Fig. 1: metal 1
Supply wires on this layer in gray.
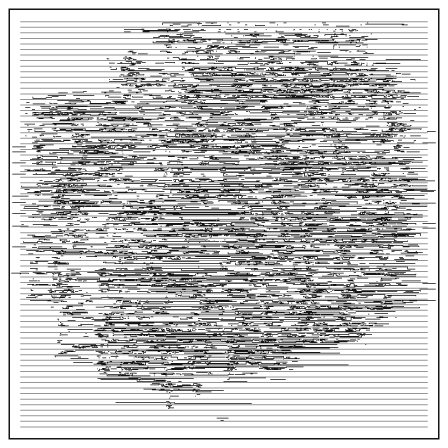
Fig. 2: M2 wires
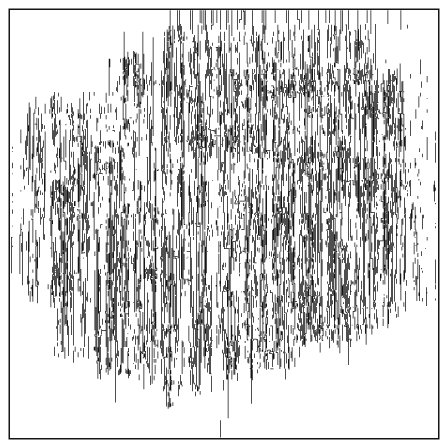
Fig. 3: signal wires on met3
The bar under the picture is 50 microns long.
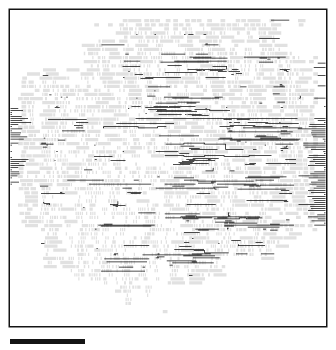
--- config.mk ---
export PLATFORM = sky130hd
export DESIGN_NAME = seq_divider
export DESIGN_NICKNAME = d
export VERILOG_FILES = /design/src/rtl/seq_divider_pkg.sv /design/src/rtl/seq_divider_div_step.sv /design/src/rtl/seq_divider.sv
export SDC_FILE = /design/constraint.sdc
export NUM_CORES = 1
export LEC_CHECK = 0
export ABC_AREA = 1
export CORE_MARGIN = 5
export CORE_UTILIZATION = 39
export DETAILED_ROUTE_END_ITERATION = 8
export PLACE_DENSITY = 0.7
export SLEW_MARGIN = 20
export SYNTH_ARGS = -nofsm -noshare
export SYNTH_HDL_FRONTEND = slang
export SYNTH_SLANG_ARGS = --single-unit
--- constraint.sdc ---
create_clock -name clk -period 2.5 [get_ports clk]
set_input_delay 0.375 -clock clk [delete_from_list [all_inputs] [get_ports clk]]
set_output_delay 0.375 -clock clk [all_outputs]
set_load 0.05 [all_outputs]
--- src/rtl/seq_divider_pkg.sv ---
// ----------------------------------------------------------------------------
// seq_divider_pkg
//   Shared definitions for the sequential divider and the ALU around it:
//   ALU opcode for Division, divider FSM state encodings (3-bit) and the
//   default operand width.
// ----------------------------------------------------------------------------
package seq_divider_pkg;

    // ALU opcode whose result (RC[63:0]) is taken straight from div_out
    localparam logic [4:0] ALU_OP_DIVISION = 5'b01111;

    // Default operand width of the divider
    localparam int DIV_WIDTH = 32;

    // Divider FSM state encodings
    typedef logic [2:0] div_state_t;
    localparam div_state_t ST_IDLE = 3'd0;
    localparam div_state_t ST_PREP = 3'd1;
    localparam div_state_t ST_ITER = 3'd2;
    localparam div_state_t ST_FIX  = 3'd3;
    localparam div_state_t ST_DONE = 3'd4;

endpackage

--- src/rtl/seq_divider_div_step.sv ---
// ----------------------------------------------------------------------------
// div_step
//   One combinational radix-2 restoring division step on unsigned magnitudes.
//   Ports:
//     rem_in  [WIDTH-1:0]  partial remainder before the step
//     dq_in   [WIDTH-1:0]  dividend bits still to shift in / quotient bits so far
//     dvs     [WIDTH-1:0]  divisor magnitude (holds 2^(WIDTH-1) unsigned)
//     rem_out [WIDTH-1:0]  partial remainder after the step
//     dq_out  [WIDTH-1:0]  dq shifted left with the new quotient bit in bit 0
// ----------------------------------------------------------------------------
module div_step #(
    parameter int WIDTH = 32
) (
    input  logic [WIDTH-1:0] rem_in,
    input  logic [WIDTH-1:0] dq_in,
    input  logic [WIDTH-1:0] dvs,
    output logic [WIDTH-1:0] rem_out,
    output logic [WIDTH-1:0] dq_out
);

    logic [WIDTH:0] rem_sh;
    logic           ge;

    always_comb begin
        // Shifted remainder is WIDTH+1 bits so the compare never loses the
        // carried-out bit; the subtraction result is always < dvs and so
        // fits in WIDTH bits.
        rem_sh = {rem_in, dq_in[WIDTH-1]};
        ge     = (rem_sh >= {1'b0, dvs});
        dq_out = {dq_in[WIDTH-2:0], ge};
        if (ge) begin
            rem_out = rem_sh[WIDTH-1:0] - dvs;
        end else begin
            rem_out = rem_sh[WIDTH-1:0];
        end
    end

endmodule

--- src/rtl/seq_divider.sv ---
// ----------------------------------------------------------------------------
// seq_divider
//   Multi-cycle signed WIDTH/WIDTH integer divider (radix-2 restoring on
//   magnitudes, sign corrected at the end). Fixed latency: done is high in
//   the cycle after edge E0+WIDTH+2, where E0 is the accept edge.
//   Ports:
//     clk          in   rising-edge clock
//     clear        in   asynchronous reset, active-low
//     start        in   request, accepted only in IDLE or DONE
//     dividend     in   [WIDTH-1:0] two's-complement dividend
//     divisor      in   [WIDTH-1:0] two's-complement divisor
//     busy         out  high from the accept edge until DONE is entered
//     done         out  one-cycle pulse, div_out valid
//     div_by_zero  out  set with div_out when the divisor was zero
//     div_out      out  [2*WIDTH-1:0] {remainder, quotient}, held until next result
// ----------------------------------------------------------------------------
module seq_divider
    import seq_divider_pkg::*;
#(
    parameter int WIDTH = DIV_WIDTH,
    parameter int CNT_W = 6
) (
    input  logic                 clk,
    input  logic                 clear,
    input  logic                 start,
    input  logic [WIDTH-1:0]     dividend,
    input  logic [WIDTH-1:0]     divisor,
    output logic                 busy,
    output logic                 done,
    output logic                 div_by_zero,
    output logic [2*WIDTH-1:0]   div_out
);

    div_state_t          state_q, state_d;
    logic [WIDTH-1:0]    a_q, a_d;          // raw operands captured at accept
    logic [WIDTH-1:0]    b_q, b_d;
    logic [WIDTH-1:0]    dq_q, dq_d;        // dividend magnitude / quotient
    logic [WIDTH-1:0]    rem_q, rem_d;      // partial remainder
    logic [WIDTH-1:0]    dvs_q, dvs_d;      // divisor magnitude
    logic                qsign_q, qsign_d;
    logic                rsign_q, rsign_d;
    logic                zero_q, zero_d;
    logic [CNT_W-1:0]    cnt_q, cnt_d;
    logic [2*WIDTH-1:0]  div_out_q, div_out_d;
    logic                dbz_q, dbz_d;

    logic [WIDTH-1:0]    step_rem;
    logic [WIDTH-1:0]    step_dq;

    // Two's-complement negate; the magnitude of the most negative value
    // comes out as 2^(WIDTH-1), which is correct read as unsigned.
    function automatic logic [WIDTH-1:0] neg(input logic [WIDTH-1:0] v);
        return ~v + 1'b1;
    endfunction

    function automatic logic [WIDTH-1:0] mag(input logic [WIDTH-1:0] v);
        return v[WIDTH-1] ? neg(v) : v;
    endfunction

    div_step #(.WIDTH(WIDTH)) u_step (
        .rem_in  (rem_q),
        .dq_in   (dq_q),
        .dvs     (dvs_q),
        .rem_out (step_rem),
        .dq_out  (step_dq)
    );

    always_comb begin
        state_d   = state_q;
        a_d       = a_q;
        b_d       = b_q;
        dq_d      = dq_q;
        rem_d     = rem_q;
        dvs_d     = dvs_q;
        qsign_d   = qsign_q;
        rsign_d   = rsign_q;
        zero_d    = zero_q;
        cnt_d     = cnt_q;
        div_out_d = div_out_q;
        dbz_d     = dbz_q;

        case (state_q)
            ST_IDLE, ST_DONE: begin
                // Operands are captured only on the accept edge
                if (start) begin
                    a_d     = dividend;
                    b_d     = divisor;
                    state_d = ST_PREP;
                end else begin
                    state_d = ST_IDLE;
                end
            end
            ST_PREP: begin
                dq_d    = mag(a_q);
                dvs_d   = mag(b_q);
                qsign_d = a_q[WIDTH-1] ^ b_q[WIDTH-1];
                rsign_d = a_q[WIDTH-1];
                zero_d  = (b_q == '0);
                rem_d   = '0;
                cnt_d   = '0;
                state_d = ST_ITER;
            end
            ST_ITER: begin
                rem_d = step_rem;
                dq_d  = step_dq;
                cnt_d = cnt_q + 1'b1;
                if (cnt_q == CNT_W'(WIDTH - 1)) begin
                    state_d = ST_FIX;
                end
            end
            ST_FIX: begin
                if (zero_q) begin
                    div_out_d = {a_q, {WIDTH{1'b1}}};
                    dbz_d     = 1'b1;
                end else begin
                    div_out_d = {(rsign_q ? neg(rem_q) : rem_q),
                                 (qsign_q ? neg(dq_q)  : dq_q)};
                    dbz_d     = 1'b0;
                end
                state_d = ST_DONE;
            end
            default: begin
                state_d = ST_IDLE;
            end
        endcase
    end

    always_ff @(posedge clk or negedge clear) begin
        if (!clear) begin
            state_q   <= ST_IDLE;
            a_q       <= '0;
            b_q       <= '0;
            dq_q      <= '0;
            rem_q     <= '0;
            dvs_q     <= '0;
            qsign_q   <= 1'b0;
            rsign_q   <= 1'b0;
            zero_q    <= 1'b0;
            cnt_q     <= '0;
            div_out_q <= '0;
            dbz_q     <= 1'b0;
        end else begin
            state_q   <= state_d;
            a_q       <= a_d;
            b_q       <= b_d;
            dq_q      <= dq_d;
            rem_q     <= rem_d;
            dvs_q     <= dvs_d;
            qsign_q   <= qsign_d;
            rsign_q   <= rsign_d;
            zero_q    <= zero_d;
            cnt_q     <= cnt_d;
            div_out_q <= div_out_d;
            dbz_q     <= dbz_d;
        end
    end

    assign busy        = (state_q == ST_PREP) || (state_q == ST_ITER) || (state_q == ST_FIX);
    assign done        = (state_q == ST_DONE);
    assign div_by_zero = dbz_q;
    assign div_out     = div_out_q;

endmodule

==> CHANGELOG.md <==
### Implementation results

* Critical path arrival at around 2.9 ns
* Total count of hold-check failures in the final report at 0
* Synthesized netlist net count at about 2400
* Most instantiated logic cell after routing: sky130_fd_sc_hd__nand2_1
* Comb pwr at between 15 and 20 mW
* Number of top-level pins at 134
* Portion of the post-synthesis area used by sequential elements at between 30% and 40%
* Fraction of final layout cells sized beyond drive strength 1 at a little under 8%
* Result of the run: completed
* Detailed-router iteration count before antenna repair at 6
* Tightest Hold Check Type: in -> async
* Number of H-tree levels at 1
* Post-layout period usage at 97.4%
* HPWL after DPL at roughly 42000 microns
* Share of total power in sequential cells at around a quarter
* Full die area at ~0.044 sq mm
* Cell area after placement at 0.0178 sq mm
* Worst Path Class, Setup: reg -> reg
* Flop-to-flop setup slack at roughly 0.065 ns
* Clk pwr share at between 10 and 15%
* Area fraction in mux cells at 1.30%
* Main logic family after synthesis: simple AND/OR/NAND/NOR gates
* Area of combinational cells with multiple inputs at about 0.0081 sq mm
* Post-Place Worst Slack at 0.00805 ns
* Post-synth design cell area at 0.0156 sq mm
Notes on Fig. 1 above:
- nets with wire on the layer: 2347
- wire length on this layer: 23.5 mm
- share of all routed wire: 45%
- longest straight run: 57.5 microns
- main direction: horizontal
total wirelength of the detailed-routed design: 52500 microns
vias post-DR: 15600
M1 GR Usage: 33.4%

Notes on Fig. 2 above:
- longest straight run: 85.1 microns
- wire length on this layer: 23.7 mm
- nets with wire on the layer: 2011
global-route met2 utilization: 37.4%

Notes on Fig. 3 above:
- share of all routed wire: 7.0%
- nets with wire on the layer: 272
- longest straight run: 107 microns
- main direction: horizontal
met3 Usage GRT: 3.27%

synthesized netlist by cell type (2+ instances only):
cell type | n | area share [%]
sky130_fd_sc_hd__nand2_1 | 630 | 15
sky130_fd_sc_hd__inv_1 | 326 | 7.9
sky130_fd_sc_hd__dfrtp_1 | 237 | 38
sky130_fd_sc_hd__nor2_1 | 237 | 5.7
sky130_fd_sc_hd__nand3_1 | 226 | 7.3
sky130_fd_sc_hd__a21oi_1 | 95 | 3.1
sky130_fd_sc_hd__o21ai_0 | 91 | 2.9
sky130_fd_sc_hd__clkbuf_1 | 43 | 1.0
sky130_fd_sc_hd__xor2_1 | 38 | 2.1
sky130_fd_sc_hd__ha_1 | 37 | 3.0
sky130_fd_sc_hd__nor3_1 | 33 | 1.1
sky130_fd_sc_hd__a22oi_1 | 27 | 1.3
sky130_fd_sc_hd__o22ai_1 | 22 | 0.88
sky130_fd_sc_hd__mux2_2 | 18 | 1.3
sky130_fd_sc_hd__buf_2 | 17 | 0.55
sky130_fd_sc_hd__nand4_1 | 16 | 0.64
sky130_fd_sc_hd__xnor2_1 | 16 | 0.90
sky130_fd_sc_hd__o221ai_1 | 15 | 0.84
sky130_fd_sc_hd__o211ai_1 | 13 | 0.63
sky130_fd_sc_hd__o21bai_1 | 13 | 0.63
sky130_fd_sc_hd__or2_2 | 13 | 0.52
sky130_fd_sc_hd__nand3b_1 | 11 | 0.53
sky130_fd_sc_hd__a31oi_1 | 10 | 0.40
sky130_fd_sc_hd__buf_4 | 8 | 0.39
sky130_fd_sc_hd__inv_2 | 8 | 0.19
sky130_fd_sc_hd__o31ai_1 | 7 | 0.34
sky130_fd_sc_hd__buf_1 | 6 | 0.14
sky130_fd_sc_hd__nor2_4 | 5 | 0.36
sky130_fd_sc_hd__and2_1 | 4 | 0.16
sky130_fd_sc_hd__o21ai_1 | 4 | 0.13
sky130_fd_sc_hd__buf_6 | 3 | 0.22
sky130_fd_sc_hd__nand3_2 | 3 | 0.19
sky130_fd_sc_hd__nor3_2 | 3 | 0.19
sky130_fd_sc_hd__o21ai_2 | 3 | 0.17
sky130_fd_sc_hd__a21o_1 | 2 | 0.096
sky130_fd_sc_hd__nor2_2 | 2 | 0.080
sky130_fd_sc_hd__nor3_4 | 2 | 0.21
sky130_fd_sc_hd__nor4_1 | 2 | 0.080
cell families (layout without fill, tap and decap cells):
| kind of cell | count (synthesis) | count (layout) |
|---|---|---|
| buf+inv | 411 | 588 |
| simple gates | 1191 | 1191 |
| compound gates | 306 | 306 |
| flops | 237 | 237 |
| mux | 18 | 18 |
| fa+ha+maj | 38 | 38 |
| xor+xnor | 54 | 54 |
flip-flops by register name, indices dropped and copies added, names as in the netlist, 3 cells and up:
name	count
a_q	32
b_q	32
cnt_q	6
div_out	64
dq_q	32
dvs_q	32
rem_q	32
state_q	3
layout make-up:
type	count	share of cell area (%)
clock buffers	40	4.49
clock inverters	14	0.922
inverters	334	6.64
multi-input cells	1607	42.7
flip-flops and latches	237	31.4
well taps	525	3.48
repair buffers	200	10.3
what timing repair did:
item | CTS | global route
endpoints found under the hold margin | 50 | 0
hold buffers | 1 | 0
setup endpoints to repair | 1 | 36
resized | 1 | 13
Power is estimated from default activity; no workload was simulated.
